==> config.mk <==
export PLATFORM = sky130hd
export DESIGN_NAME = lsu_mem_ctrl
export DESIGN_NICKNAME = d
export VERILOG_FILES = /design/src/rtl/lsu_pkg.sv /design/src/rtl/lsu_align.sv /design/src/rtl/lsu_mem_ctrl.sv
export SDC_FILE = /design/constraint.sdc
export NUM_CORES = 1
export LEC_CHECK = 0
export CORE_ASPECT_RATIO = 0.9
export CORE_MARGIN = 2
export CORE_UTILIZATION = 30
export CTS_BUF_LIST = sky130_fd_sc_hd__clkbuf_4
export DETAILED_ROUTE_END_ITERATION = 8
export GPL_ROUTABILITY_DRIVEN = 1
export HOLD_SLACK_MARGIN = 0.1
export PLACE_DENSITY = 0.62
export SLEW_MARGIN = 0
export SYNTH_ARGS = -nofsm -noshare
export SYNTH_HDL_FRONTEND = slang
export SYNTH_SLANG_ARGS = --single-unit
==> constraint.sdc <==
create_clock -name clk -period 2.3 [get_ports clk]
set_input_delay 0.345 -clock clk [delete_from_list [all_inputs] [get_ports clk]]
set_output_delay 0.345 -clock clk [all_outputs]
set_load 0.1 [all_outputs]
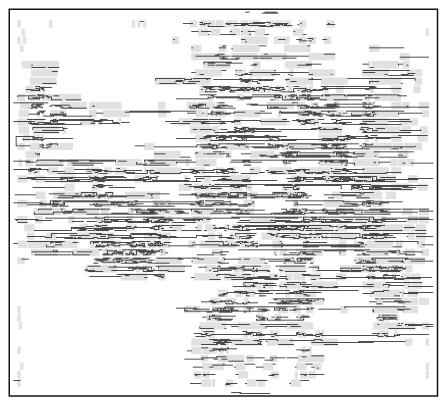
*Metal 1, run 1*
Scale: 3 px per µm. Cells faint in the background.
main direction = horizontal
longest straight run = 45.5 µm
wire length on this layer = 7310 µm
met1 GRT Util: 24.1%
vias: 4868
drt total wl: 17.1 mm

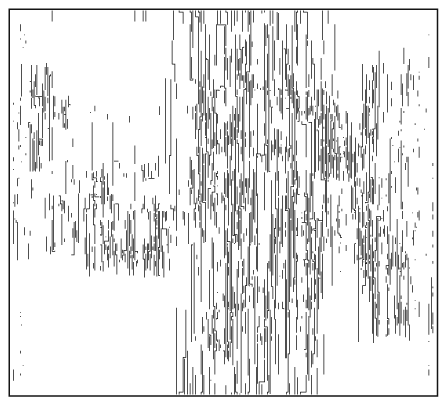
*Metal 2, run 1*
Scale: 3 px per µm.
main direction = vertical
longest straight run = 45.6 µm
share of all routed wire = 45%
nets with wire on the layer = 676
GR Util met2: 29.2%

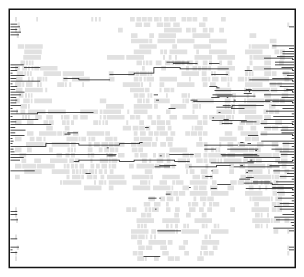
*The metal 3 layer, run 1*
Scale: 2 px per µm. Cells faint in the background.
longest straight run = 52.7 µm
main direction = horizontal
share of all routed wire = 9.5%
nets with wire on the layer = 165
wire length on this layer = 1620 µm
GR Util met3: 5.32%

==> results_slide.txt, run 1 <==
Physical Implementation Snapshot

Logic synthesis
  – Number of enable flip-flop cells: 0
  – Yosys warns: 0
  – Synthesized area: 0.00516 mm²
  – Adder Share, Synth: 1.70%
  – Ys flop type: dfrtp_1
  – Ao+oa area frac: 23.3%
  – Yosys chip area: 0.00516 mm²
  – Yosys simple share: 12.7%
  – Registers, synthesis: 90

Critical path
  – Cell Chain, Critical Path: ha_1 > and3_1 > ha_1 > or2_2 > nor2_2 > a21oi_1 > o32ai_1
  – Most used cell, CP: ha_1

Floorplan
  – Chip width: 142 µm
  – Starting density of the core: 30.6%

Clock tree
  – Resized Gates After CTS: 0
  – # Post-CTS Setup Buffers: 0

STA
  – Period utilisation layout: 92.6%
  – Pins Over Slew Limit: 0
  – Final hold violations: 0
  – Clock period minus worst slack: 2.13 ns
  – Final setup fails: 0

Global route
  – Global-route wire length before repair: 25.8 mm
  – Largest net degree at the start of global routing: 91

Placed design
  – IO Port Bufs: 158

Finish
  – Mi-comb count: 371
  – Registers: 90
  – Layout cells sized above 1: 23.5%
  – NonClk Buf Share: 23.8%

Pwr
  – Switching power: 6.28 mW
  – Clock network power: 922 µW

Drt
  – Starting DRT DRC Count: 475

Status
  – Status: finished clean
==> run 1: worst max-delay path, delay by kind of cell, from the launching register on <==
kind | cells | cell delay [ns]
DFF | 1 | 0.46
adders and majority gates | 2 | 0.49
AOI/OAI and AO/OA | 2 | 0.37
and+or+nand+nor | 3 | 0.69
==> run 1: per-layer routing <==
metal  GRT usage, %  routed length, µm
met2           29.2               7680
met1           24.1               7310
met3           5.32               1620
met5              0                  0
met4           5.94                533
==> run 1: metrics by stage <==
step | std cells | hold slack, ns | cell area [µm²]
3_5_place_dp | 884 | 0.435 | 6780
3_3_place_gp | 884 | 0.424 | 6780
5_1_grt | 901 | 0.357 | 6930
6_report | 903 | 0.383 | 6940
2_1_floorplan | 552 | 0.0494 | 5250
4_1_cts | 901 | 0.351 | 6930
### Track usage over the die, run 1

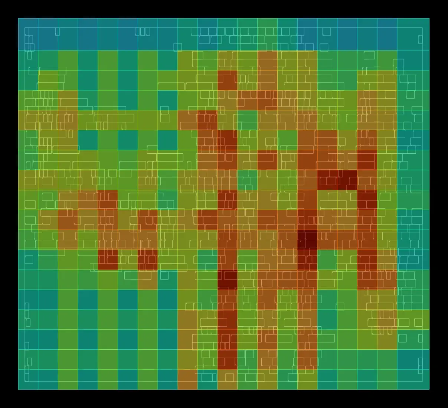

==> run 2: changes to the inputs <==
--- a/config.mk
+++ b/config.mk
@@ -13,6 +13,7 @@
 export GPL_ROUTABILITY_DRIVEN = 1
 export HOLD_SLACK_MARGIN = 0.1
 export PLACE_DENSITY = 0.62
+export SETUP_SLACK_MARGIN = 0.5
 export SLEW_MARGIN = 0
 export SYNTH_ARGS = -nofsm -noshare
 export SYNTH_HDL_FRONTEND = slang
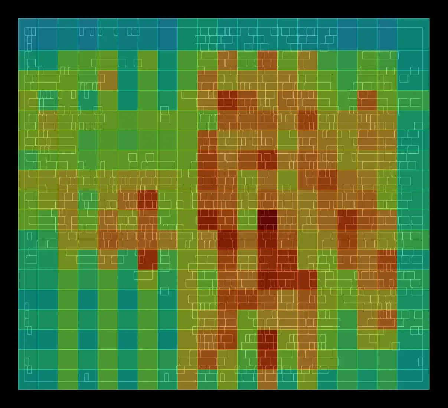
*Track usage over the die, run 2*
busiest layer in global routing: met2
GR Util met2: 31.8%
Routed WL per cell: 19.6 µm
Util after Layout: 45.3%
GR Util met3: 4.84%

==> run 2 against run 1 <==
Effect of this change: synthesized area stayed put; sequential power is 4% higher; setup slack better by 0.23 ns; synthesized cell count stayed put; worst hold slack better by 0.00074 ns; core utilization is 4.0 points higher; global-route usage is 0.33 points higher; wire length is 6.5% higher; critical path depth stayed put; register-to-register slack better by 0.23 ns; critical path type unchanged.
==> results_slide.txt, run 2 <==
Physical Implementation Snapshot

Placed design
  – Cell count after placement: 878
  – Placed Area: 0.00680 mm²

Critical path
  – Cell Chain, Critical Path: buf_6 > buf_8 > mux2_2 > a21oi_2 > a221o_1 > clkbuf_16 > a21oi_1
  – Critical path's slowest cell: dfrtp_2
  – Crit path buf inv count: 3
  – Kind of cell adding the most delay to the critical path: buffers and inverters
  – Crit. path cell count: 7

Logic synthesis
  – Sequential cell area fraction in the yosys report: 43.7%
  – Adder Share, Synth: 1.70%
  – Registers, synthesis: 90
  – Ao+oa area frac: 23.3%
  – Number of enable flip-flop cells: 0
  – Ys flop type: dfrtp_1
  – Yosys chip area: 0.00516 mm²
  – Synthesized area: 0.00516 mm²

Global route
  – Initial antenna violation count: 0
  – Largest net degree at the start of global routing: 59
  – Global-route wire length before repair: 26.4 mm

Finish
  – Final cell count without fillers: 929
  – Finished Cell Area: 0.00762 mm²
  – Nets@finish: 824
  – Layout cells sized above 1: 35.2%

Clock tree
  – TritonCTS clock tree: yes

Floorplan
  – Starting density of the core: 30.6%
  – Chip width: 142 µm

STA
  – Final setup fails: 0
  – Pins Over Slew Limit: 0
  – Period utilisation layout: 82.9%
  – Hold slack: 0.383 ns
  – Clock period minus worst slack: 1.91 ns

Drt
  – Starting DRT DRC Count: 320
  – Drt total wl: 18.2 mm
  – Vias: 4973

Pwr
  – Comb pwr share: 70.0%
  – Clock network power: 827 µW

Status
  – Status: finished clean
run 2: cell counts after synthesis:
Identical to the previous run, type by type.
run 2: final cells by class:
class,count,share of cell area [%]
Inverter,27,1.48
Sequential cell,90,29.7
Clock inverter,6,0.624
Tap cell,211,3.47
Timing Repair Buffer,214,25.3
Multi-Input combinational cell,371,38.4
Clock buffer,10,0.985
run 2: timing repair:
item                                    CTS  global route
hold buffers                              1             0
gates cloned                              0             2
gates resized                            36            63
setup buffers                            15            17
hold endpoints to repair                 56             0
endpoints found under the setup margin   67            83
pin swaps                                16            28
run 2: routing by layer:
metal  vias up  track usage (%)  share of wire (%)
met5         -                0                  0
met4         0             4.71                1.6
met3        22             4.84                7.6
met2       250             31.8                 48
met1      2441             23.8                 42
li1       2260                -                  -
Power is estimated from default activity; no workload was simulated.
